Fig. 1: run 1, floorplan with the power grid
Bar = 20 microns. Pins as bars on the die edge.
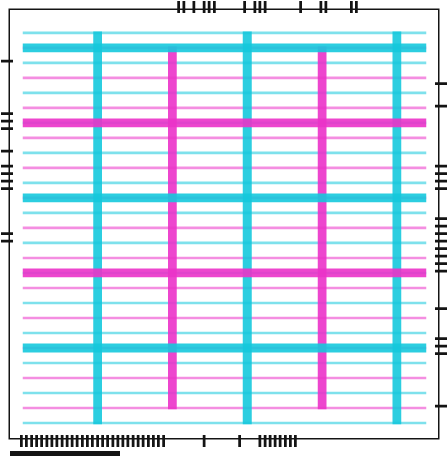
Fig. 2: run 1, placement by cell class
Bar = 20 microns.
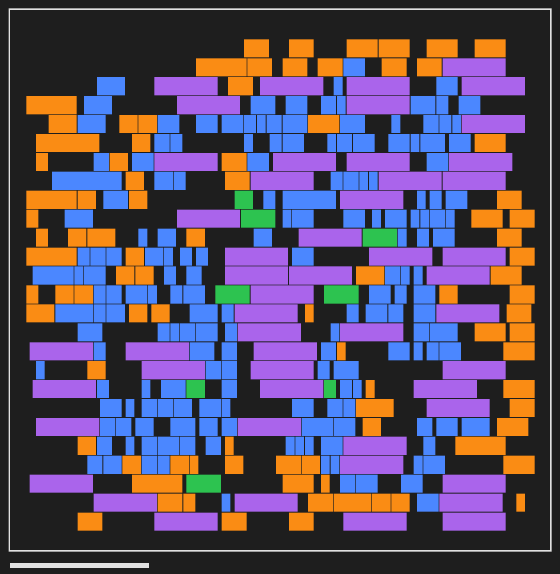
Fig. 3: run 1, routed clock nets over the placement
Bar = 20 microns.
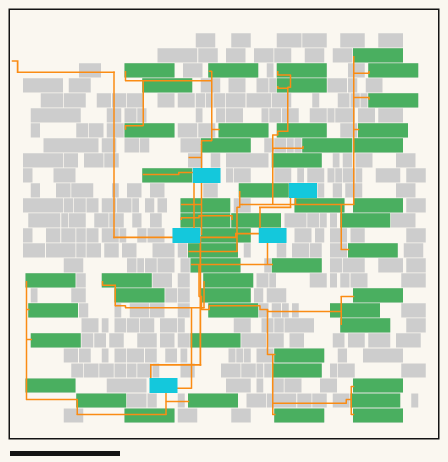
## config.mk

```make
export PLATFORM = sky130hd
export DESIGN_NAME = rv32_mc_ctrl_flat
export DESIGN_NICKNAME = d
export VERILOG_FILES = /design/src/rtl/rv32_mc_ctrl_if.sv /design/src/rtl/rv32_mc_ctrl.sv /design/src/flat_wrapper.sv
export SDC_FILE = /design/constraint.sdc
export NUM_CORES = 1
export LEC_CHECK = 0
export CAP_MARGIN = 20
export CORE_MARGIN = 2
export CORE_UTILIZATION = 46
export DETAILED_ROUTE_END_ITERATION = 10
export GPL_ROUTABILITY_DRIVEN = 0
export PLACE_DENSITY_LB_ADDON = 0.15
export RECOVER_POWER = 50
export SYNTH_ARGS = -nofsm -noshare
export SYNTH_HDL_FRONTEND = slang
export SYNTH_SLANG_ARGS = --single-unit
```

## constraint.sdc

```tcl
create_clock -name clk -period 2.5 [get_ports clk]
set_clock_uncertainty 0.15 [all_clocks]
set_input_delay 0.75 -clock clk [delete_from_list [all_inputs] [get_ports clk]]
set_output_delay 0.75 -clock clk [all_outputs]
set_load 0.05 [all_outputs]
```

## src/rtl/rv32_mc_ctrl_if.sv

```systemverilog
// Memory request bus between the multi-cycle controller (master) and the memory port (slave).
interface rv32_mc_ctrl_if;
    logic mem_req;
    logic mem_we;
    logic addr_sel;
    logic mem_ready;

    modport master (output mem_req, output mem_we, output addr_sel, input mem_ready);
    modport slave  (input mem_req, input mem_we, input addr_sel, output mem_ready);
endinterface

```

## src/rtl/rv32_mc_ctrl.sv

```systemverilog
// Multi-cycle RV32I control FSM: FETCH/DECODE/EXEC/MEM/WB/HALT, datapath strobes and retire counter.
module rv32_mc_ctrl #(
    parameter logic [31:0] RESET_PC = 32'h0000_0000
) (
    input  logic                 clk,
    input  logic                 reset_n,
    input  logic [31:0]          instr,
    input  logic                 branch_taken,
    rv32_mc_ctrl_if.master       mem,
    output logic                 ir_we,
    output logic                 pc_we,
    output logic                 pc_src,
    output logic                 alu_a_sel,
    output logic                 alu_b_sel,
    output logic [2:0]           imm_sel,
    output logic                 reg_we,
    output logic [1:0]           wb_sel,
    output logic                 retire,
    output logic [31:0]          instret,
    output logic                 illegal
);

    typedef enum logic [2:0] {S_FETCH, S_DECODE, S_EXEC, S_MEM, S_WB, S_HALT} state_e;
    typedef enum logic [3:0] {
        OP_R, OP_I, OP_LOAD, OP_STORE, OP_BRANCH, OP_JAL, OP_JALR, OP_LUI, OP_AUIPC, OP_BAD
    } op_e;

    // RESET_PC is consumed by the external PC register; the immediate fields are decoded elsewhere.
    localparam logic unused_reset_pc = ^RESET_PC;
    logic unused_instr_bits;
    assign unused_instr_bits = ^instr[31:7];

    function automatic op_e decode(input logic [6:0] opc);
        case (opc)
            7'b0110011: return OP_R;
            7'b0010011: return OP_I;
            7'b0000011: return OP_LOAD;
            7'b0100011: return OP_STORE;
            7'b1100011: return OP_BRANCH;
            7'b1101111: return OP_JAL;
            7'b1100111: return OP_JALR;
            7'b0110111: return OP_LUI;
            7'b0010111: return OP_AUIPC;
            default:    return OP_BAD;
        endcase
    endfunction

    state_e state, nxt;
    op_e    op, opn;
    logic   br_q, pc_we_q, retire_q, wb_pc_src, st_done, jump_n;

    always_comb begin
        case (instr[6:0])
            7'b0010011, 7'b0000011, 7'b1100111: imm_sel = 3'd0;
            7'b0100011:                         imm_sel = 3'd1;
            7'b1100011:                         imm_sel = 3'd2;
            7'b0110111, 7'b0010111:             imm_sel = 3'd3;
            7'b1101111:                         imm_sel = 3'd4;
            default:                            imm_sel = 3'd0;
        endcase
    end

    // The opcode class is latched only on the DECODE edge; later instr changes are ignored.
    always_comb begin
        opn = (state == S_DECODE) ? decode(instr[6:0]) : op;
        nxt = state;
        case (state)
            S_FETCH:  if (mem.mem_req && mem.mem_ready) nxt = S_DECODE;
            S_DECODE: nxt = (opn == OP_BAD) ? S_HALT : S_EXEC;
            S_EXEC: begin
                case (op)
                    OP_LOAD, OP_STORE: nxt = S_MEM;
                    OP_BRANCH:         nxt = S_FETCH;
                    default:           nxt = S_WB;
                endcase
            end
            S_MEM:    if (mem.mem_ready) nxt = (op == OP_LOAD) ? S_WB : S_FETCH;
            S_WB:     nxt = S_FETCH;
            default:  nxt = S_HALT;
        endcase
    end

    assign jump_n = (opn == OP_JAL) || (opn == OP_JALR);

    // NOTE: ir_we, store completion and branch pc_src must answer mem_ready/branch_taken in the
    // same cycle, so they are combinational terms layered on the registered state outputs.
    assign st_done = (state == S_MEM) && mem.mem_we && mem.mem_ready;
    assign ir_we   = (state == S_FETCH) && mem.mem_req && mem.mem_ready;
    assign pc_we   = pc_we_q || st_done;
    assign retire  = retire_q || st_done;
    assign pc_src  = wb_pc_src || (br_q && branch_taken);

    // Registered outputs are derived from the state being entered, so they are valid all of it.
    always_ff @(posedge clk or negedge reset_n) begin
        if (!reset_n) begin
            state        <= S_FETCH;
            op           <= OP_R;
            mem.mem_req  <= 1'b0;
            mem.mem_we   <= 1'b0;
            mem.addr_sel <= 1'b0;
            alu_a_sel    <= 1'b0;
            alu_b_sel    <= 1'b0;
            br_q         <= 1'b0;
            reg_we       <= 1'b0;
            wb_sel       <= 2'd0;
            wb_pc_src    <= 1'b0;
            pc_we_q      <= 1'b0;
            retire_q     <= 1'b0;
            illegal      <= 1'b0;
            instret      <= 32'd0;
        end else begin
            state        <= nxt;
            op           <= opn;
            mem.mem_req  <= (nxt == S_FETCH) || (nxt == S_MEM);
            mem.mem_we   <= (nxt == S_MEM) && (opn == OP_STORE);
            mem.addr_sel <= (nxt == S_MEM);
            alu_a_sel    <= (nxt == S_EXEC) && (opn inside {OP_BRANCH, OP_JAL, OP_AUIPC});
            alu_b_sel    <= (nxt == S_EXEC) && (opn != OP_R);
            br_q         <= (nxt == S_EXEC) && (opn == OP_BRANCH);
            reg_we       <= (nxt == S_WB);
            wb_sel       <= (nxt != S_WB) ? 2'd0 : (opn == OP_LOAD) ? 2'd1 : jump_n ? 2'd2 : 2'd0;
            wb_pc_src    <= (nxt == S_WB) && jump_n;
            pc_we_q      <= (nxt == S_WB) || ((nxt == S_EXEC) && (opn == OP_BRANCH));
            retire_q     <= (nxt == S_WB) || ((nxt == S_EXEC) && (opn == OP_BRANCH));
            illegal      <= illegal || (nxt == S_HALT);
            if (retire) instret <= instret + 32'd1;
        end
    end

endmodule
```

## src/flat_wrapper.sv

```systemverilog
// flat-port wrapper written by rule: the top's interface ports become plain ports
module rv32_mc_ctrl_flat 
#(
    parameter logic [31:0] RESET_PC = 32'h0000_0000
)
  (clk, reset_n, instr, branch_taken, ir_we, pc_we, pc_src, alu_a_sel, alu_b_sel, imm_sel, reg_we, wb_sel, retire, instret, illegal, mem_mem_req, mem_mem_we, mem_addr_sel, mem_mem_ready);
  rv32_mc_ctrl_if mem_i ();
  input  logic clk;
  input  logic reset_n;
  input  logic [31:0] instr;
  input  logic branch_taken;
  output logic ir_we;
  output logic pc_we;
  output logic pc_src;
  output logic alu_a_sel;
  output logic alu_b_sel;
  output logic [2:0] imm_sel;
  output logic reg_we;
  output logic [1:0] wb_sel;
  output logic retire;
  output logic [31:0] instret;
  output logic illegal;
  output wire logic [$bits(mem_i.mem_req)-1:0] mem_mem_req;
  output wire logic [$bits(mem_i.mem_we)-1:0] mem_mem_we;
  output wire logic [$bits(mem_i.addr_sel)-1:0] mem_addr_sel;
  input wire logic [$bits(mem_i.mem_ready)-1:0] mem_mem_ready;
  assign mem_mem_req = mem_i.mem_req;
  assign mem_mem_we = mem_i.mem_we;
  assign mem_addr_sel = mem_i.addr_sel;
  assign mem_i.mem_ready = mem_mem_ready;
  rv32_mc_ctrl #(.RESET_PC(RESET_PC)) u_core (.clk(clk), .reset_n(reset_n), .instr(instr), .branch_taken(branch_taken), .mem(mem_i), .ir_we(ir_we), .pc_we(pc_we), .pc_src(pc_src), .alu_a_sel(alu_a_sel), .alu_b_sel(alu_b_sel), .imm_sel(imm_sel), .reg_we(reg_we), .wb_sel(wb_sel), .retire(retire), .instret(instret), .illegal(illegal));
endmodule
```

==> deck_impl_summary.md, run 1 <==
Physical Implementation Snapshot

Logic synthesis
  – # Cells Yosys: 239
  – Count of different cell masters after synthesis: 45
  – Post-synthesis cell area: 2490 sq um
  – Synth warn: 0
  – Yosys top cell by area: dfrtp_1
  – Seq share, synth: 51.2%
  – Top_reg_cell synth: dfrtp_1
  – Post-synth regs: 51

GRT
  – Gr ovfl total: 0

Status
  – Status: finished clean

Setup path
  – CP Launch Type: input pin
  – Crit path DAT: 1.57 ns
  – Setup crit end kind: output pin

Placed design
  – Post-detail-place hpwl: 4000 microns

Timing
  – Fin crit period: 2.47 ns
  – Max Clock Freq: 404 MHz
  – Final setup viols: 0
  – RSZ-0062 raised after global routing: yes

Clock network
  – Hold_buf cts: 0
  – Clk pin slew, worst setup/hold paths: 0.09 ns

Die
  – Die H: 77.6 microns
  – Die area: 6020 sq um
-- Fig. 1 (at the start) --
VDD -> magenta
VSS -> cyan
signal pins = 84
met4 straps = 5

-- Fig. 2 (at the start) --
combinational and other logic -> blue  # cells 177, share of their area 35%
remaining buffers and delay cells -> orange  # cells 89, share of their area 25%
clock drivers and dummy loads -> green  # cells 8, share of their area 2.6%
sequential cells -> purple  # cells 51, share of their area 37%

-- Fig. 3 (at the start) --
flip-flops -> green  # count 51
clock wires -> orange  # length 569 microns
clock drivers -> cyan  # count 5
routed clock nets = 6

## run 1: sequential cells by signal, summed over array words and instances, names as in the netlist, 2 cells and up
register and flops:
u_core.state 3, u_core.instret 32, u_core.wb_sel 2, u_core.op 4
## run 1: area by class of cell
class	count	area share (%)
well taps	70	2.46
clock buffers	5	1.93
inverters	9	0.949
repair buffers	89	24.8
clock inverters	3	0.563
flip-flops and latches	51	35.9
multi-input cells	168	33.4
## run 1: path summary, 6_finish.rpt
kind	endpoint	slack, ns	depth (start not counted)
max	imm_sel[0]	0.03	5
min	u_core.instret[31]$_DFFE_PN0P_	0.32	1
max reg2reg	u_core.instret[25]$_DFFE_PN0P_	0.22	7
min reg2reg	u_core.instret[31]$_DFFE_PN0P_	0.32	1
max in group asynchronous	u_core.alu_a_sel$_DFF_PN0_	0.83	1
min in group asynchronous	u_core.instret[5]$_DFFE_PN0P_	0.58	1
## run 1: layer usage
layer  GRT usage (%)  vias to the layer above
met5               0                        -
met4            6.25                        0
met3            4.53                        4
met2            33.5                       43
met1            23.9                      996
li1                -                     1007
## run 1: metrics by stage
step                area (sq um)  TNS, ns  worst slack [ns]
detailed placement          3400    -9.82            -0.470
CTS                         3530        0           0.00227
finish                      3560        0            0.0251
floorplan                   2560   -0.271            -0.167
global placement            3400    -9.00            -0.457
global route                3560  -0.0176           -0.0148
## run 1: worst max-delay path, cell delays in order
cell	delay, ns
buf_12	0.11
nor2_4	0.09
nand2_2	0.06
a2111oi_4	0.32
clkbuf_16	0.23
## run 1: synthesized netlist by cell type, drive strengths merged, types with 2 or more instances
master and instances:
a2111oi 3, a21oi 6, and4 3, and4b 4, buf 4, clkbuf 7, dfrtp 51, inv 9
nand2 21, nand2b 8, nand3 11, nand4 11, nor2 14, nor2b 2, nor3 16, nor3b 3
nor4 5, o21ai 4, o22a 2, o31ai 3, or2 4, xnor2 17, xor2 16
## run 1: power by group through the flow
stage	registers (uW)	logic (uW)	clock network [uW]
3_5_place_dp	957	494	0
4_1_cts	941	502	482
2_1_floorplan	1020	241	0
6_report	941	492	465
5_1_grt	952	535	532
3_3_place_gp	954	485	0
## run 1: logic make-up after synthesis
kind of cell | share of synthesized area, %
AOI/OAI and AO/OA | 6.73
muxes | 0.854
and+or+nand+nor | 25.5
DFF | 51.2
xor gates and xnor gates | 11.6
adders and majority gates | 0.502
buffers and inverters | 3.57
## run 1: repair_timing
action,4_1_cts,5_1_grt
endpoints found under the setup margin,14,19
pin swaps,7,2
setup buffers,2,0
resized,39,26
Fig. 4: run 1, signal wires by layer
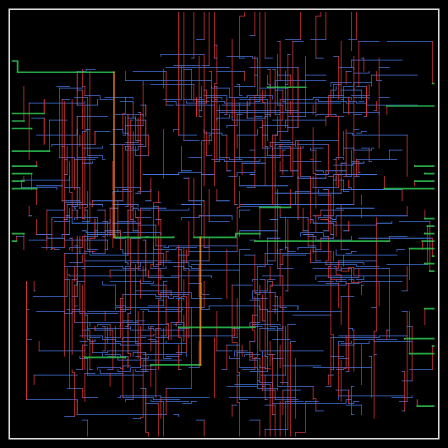

==> run 2, diff against run 1 <==
CORE_UTILIZATION = 62   (was 46)
DONT_BUFFER_PORTS = 1   (was unset)
clock period = 2.77 ns   (was 2.5 ns; I/O delays follow)
Fig. 5: run 2, signal wires by layer
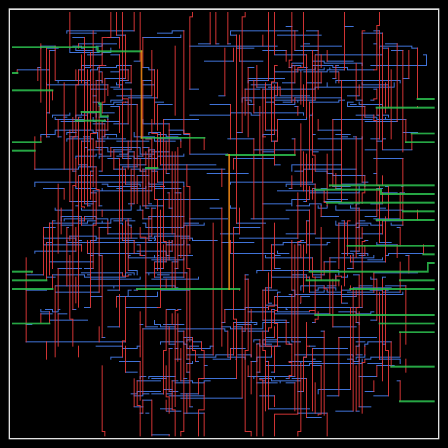
metal 2 -> red  # wire length 2640 microns
metal 4 -> orange  # wire length 34.7 microns
metal 3 -> green  # wire length 295 microns
metal 1 -> blue  # wire length 1980 microns
Total Routing Usage GR: 22.7%
Vias: 1820
Routed WL: 4950 microns

==> deck_impl_summary.md, run 2 <==
Physical Implementation Snapshot

Timing
  – Final setup viols: 0 (unchanged)
  – Fin crit period: 2.57 ns
  – Max Clock Freq: 389 MHz
  – RSZ-0062 raised after global routing: no

Die
  – Top Ports: 84
  – Die H: 67.4 microns (-13%)
  – Die area: 4540 sq um (-25%)

Setup path
  – Slowest cell on the critical path: inv_2
  – Worst path bufs/invs: 1 (-1)
  – CP delay by family, top: buffers and inverters
  – Crit path kind: in -> out
  – Crit path DAT: 1.59 ns (+0.02 ns)
  – CP Launch Type: input pin
  – Cell breakdown of the critical path: and4b_1, a21oi_2, inv_2
  – Setup crit end kind: output pin
  – Slowest Stage Delay on Critical Path: 0.29 ns (-0.03 ns)

Logic synthesis
  – FFs w/ async S/R, synth: 100%
  – Synth Instances: 239
  – Synth warn: 0 (unchanged)
  – Post-synth top cells: dfrtp_1 (51), nand2_1 (21), xnor2_1 (17), xor2_1 (16), nor2_1 (14)
  – Top_reg_cell synth: dfrtp_1
  – Yosys top cell by area: dfrtp_1
  – Most frequent cell after synthesis: dfrtp_1
  – Post-synth regs: 51 (unchanged)
  – Seq share, synth: 51.2% (unchanged)
  – # Cells Yosys: 239 (unchanged)
  – Post-synthesis cell area: 2490 sq um (unchanged)
  – Count of different cell masters after synthesis: 45 (unchanged)
  – EDFF count, synth: 0

Drt
  – Final ANT Viol Nets: 0

Placed design
  – Post-detail-place hpwl: 3790 microns (-5.2%)

Cells and area
  – Biggest regs: u_core.instret x32, u_core.op x4, u_core.state x3
  – Top reg by flops: u_core.instret
  – Largest register FFs: 32 (unchanged)
  – Synth-to-layout area growth: 12.0%

Clock network
  – Clk_lat worst skew: 0.30 ns
  – Hold_buf cts: 0 (unchanged)
  – Post-CTS Setup Repair Bufs: 0 (-2)
  – Post-CTS Resized: 0 (-100%)
  – Clk pin slew, worst setup/hold paths: 0.08 ns (about the same)
  – Htree depth: 2

GRT
  – Gr ovfl total: 0 (unchanged)

Status
  – Status: finished clean

Min path
  – Worst min path class: in -> async
[run 2: cells by family (layout without fill, tap and decap cells)]
logic type | count (synthesis) | after routing | share of synthesized area [%]
buffers and inverters | 20 | 43 | 3.57
multiplexers | 2 | 2 | 0.854
AND/OR/NAND/NOR | 108 | 108 | 25.5
AND-OR/OR-AND | 24 | 24 | 6.73
adder cells (fa/ha/maj) | 1 | 1 | 0.502
flip-flops | 51 | 51 | 51.2
XOR/XNOR | 33 | 33 | 11.6
[run 2: through the flow]
stage	worst slack (ns)	total power (uW)	std cells	area, sq um	setup TNS (ns)
detailed placement	0.193	1200	304	2740	0
floorplan	-0.0593	1140	239	2560	-0.0593
global route	0.0780	1670	312	2790	0
finish	0.196	1590	312	2790	0
global placement	0.213	1190	304	2740	0
CTS	0.179	1600	312	2830	0
[run 2: layout make-up]
type	count	area, sq um	area share (%)
clock inverters	1	5.00	0.179
inverters	9	33.8	1.21
clock buffers	7	76.3	2.74
multi-input cells	168	1160	41.6
flip-flops and latches	51	1280	45.8
repair buffers	26	174	6.24
well taps	50	62.6	2.24
[run 2: worst register-to-register path: stages (launching register included)]
cell      delay [ns]
dfrtp_1         0.33
clkbuf_1        0.54
and4_4          0.39
or4b_1          0.45
buf_4           0.21
nor3_2          0.21
xor2_1          0.20
[run 2: path summary, 6_finish.rpt]
| check | cells past startpoint | start | end | slack [ns] |
|---|---|---|---|---|
| hold reg to reg | 1 | u_core.op[0]$_DFF_PN0_ | u_core.wb_sel[0]$_DFF_PN0_ | 0.37 |
| setup / recovery | 3 | mem_mem_ready | retire | 0.20 |
| max in group asynchronous | 0 | reset_n | u_core.alu_a_sel$_DFF_PN0_ | 2.31 |
| setup reg to reg | 6 | u_core.instret[10]$_DFFE_PN0P_ | u_core.instret[21]$_DFFE_PN0P_ | 0.22 |
| min in group clk | 1 | u_core.op[0]$_DFF_PN0_ | u_core.wb_sel[0]$_DFF_PN0_ | 0.37 |
| hold / removal | 0 | reset_n | u_core.instret[8]$_DFFE_PN0P_ | 0.07 |
[run 2: metal layers]
layer	GRT usage, %	routed length (microns)
met5	0	0
met4	5.87	34
met2	40.8	2640
met1	26.0	1980
met3	7.17	294
[run 2: report_power, final]
part           total, uW  internal (uW)  leakage, uW  switching, uW
clock network        401            178    0.0000422            223
registers            858            795     0.000668           63.0
logic                333            123     0.000546            210
==> run 3, diff against run 2 <==
GPL_ROUTABILITY_DRIVEN = unset   (was 0)
Fig. 6: run 3, routed clock nets over the placement
Bar = 20 microns.
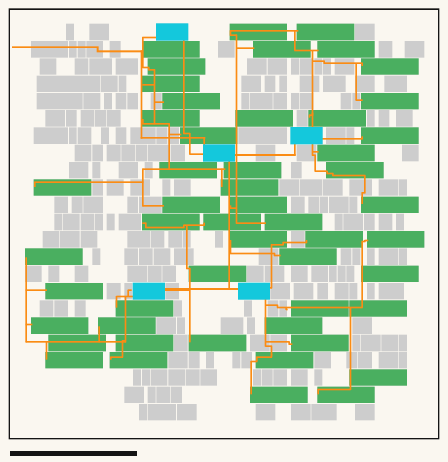
flip-flops -> green  # count 51
clock drivers -> cyan  # count 5
clock wires -> orange  # length 515 microns
flops lie = widely spread
routed clock nets = 6
Clk. pwr: 401 uW
Clk pwr share: 25.2%
clk_lat worst skew: 0.30 ns

==> deck_impl_summary.md, run 3 <==
Physical Implementation Snapshot

Status
  – Status: finished clean

Setup path
  – Slowest Stage Delay on Critical Path: 0.29 ns (about the same)
  – Crit path kind: in -> out
  – FF-to-FF End: u_core.instret[21]$_DFFE_PN0P_
  – Setup crit end kind: output pin
  – Cell breakdown of the critical path: and4b_1, a21oi_2, inv_2
  – Slowest cell on the critical path: inv_2
  – FF-to-FF setup slack: 0.22 ns (about the same)
  – Critical path depth in cells: 3 (unchanged)
  – Critical Path Source: mem_mem_ready

Cells and area
  – FF/Latch Area: 1280 sq um (unchanged)
  – Combinational Area: 1160 sq um (unchanged)
  – Biggest regs: u_core.instret x32, u_core.op x4, u_core.state x3

Drt
  – Final ANT Viol Nets: 0 (unchanged)

Timing
  – Total negative slack: 0 ns (unchanged)
  – Fin crit period: 2.57 ns (unchanged)
  – Final setup viols: 0 (unchanged)
  – Final worst setup slack: 0.196 ns (unchanged)
  – RSZ-0062 raised after global routing: no

Logic synthesis
  – Post-synthesis cell area: 2490 sq um (unchanged)
  – Count of different cell masters after synthesis: 45 (unchanged)
  – EDFF count, synth: 0 (unchanged)

Clock network
  – Htree depth: 2 (unchanged)
  – Hold_buf cts: 0 (unchanged)

Placed design
  – Place WS: 0.193 ns (unchanged)

GRT
  – Gr ovfl total: 0 (unchanged)

Pwr
  – Final Power: 1590 uW (unchanged)

Die
  – Top Ports: 84 (unchanged)
run 3: cell counts after synthesis:
Identical to the previous run, type by type.
run 3: layout make-up:
type	instances	share of cell area [%]
clock buffer	7	2.74
clock inverter	1	0.179
inverter	9	1.21
multi-input combinational	168	41.6
sequential	51	45.8
tap	50	2.24
timing repair buffer	26	6.24
run 3: worst min path at each step:
stage,from,endpoint,slack [ns],cells after the start
after floorplan,u_core.op[0]$_DFF_PN0_,u_core.wb_sel[0]$_DFF_PN0_,0.29,1
after global placement,u_core.op[0]$_DFF_PN0_,u_core.wb_sel[0]$_DFF_PN0_,0.33,1
after detailed placement,u_core.op[0]$_DFF_PN0_,u_core.wb_sel[0]$_DFF_PN0_,0.36,1
after CTS,reset_n,u_core.instret[18]$_DFFE_PN0P_,0.06,0
after global routing,reset_n,u_core.instret[18]$_DFFE_PN0P_,0.04,0
final,reset_n,u_core.instret[8]$_DFFE_PN0P_,0.07,0
run 3: cell families after synthesis:
family | share of synthesized area (%)
adders and majority gates | 0.502
DFF | 51.2
xor gates and xnor gates | 11.6
and+or+nand+nor | 25.5
buffers and inverters | 3.57
AOI/OAI and AO/OA | 6.73
muxes | 0.854
run 3: power breakdown:
group | switching (uW) | internal [uW]
combinational | 210 | 123
sequential | 63.0 | 795
clock | 223 | 178
total | 496 | 1100
run 3: stage by stage:
step | utilization (%) | std cells
6_report | 70.7 | 312
5_1_grt | 70.7 | 312
4_1_cts | 71.7 | 312
3_5_place_dp | 69.6 | 304
3_3_place_gp | 69.6 | 304
2_1_floorplan | - | 239
run 3: routing by layer:
metal / vias to the layer above / wire length, microns / GRT usage [%]
li1: 880 / - / -
met1: 887 / 1980 / 26.0
met2: 49 / 2640 / 40.8
met3: 4 / 294 / 7.17
met4: 0 / 34 / 5.87
met5: - / 0 / 0

==> gallery <==
Routing congestion map.
(a)
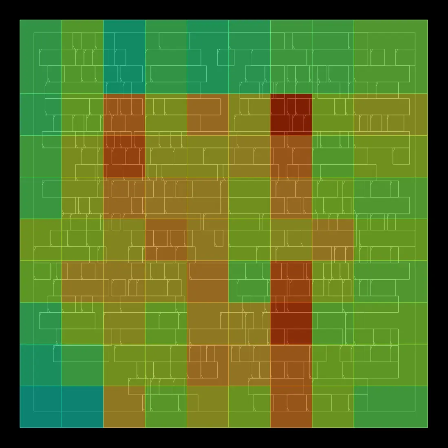
(b)
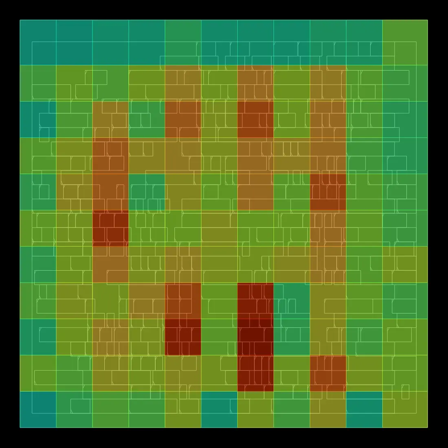
Of these, most wire per cell: (a)
- (a) = run 2
- (b) = run 1

Power and IR drop assume default switching activity.
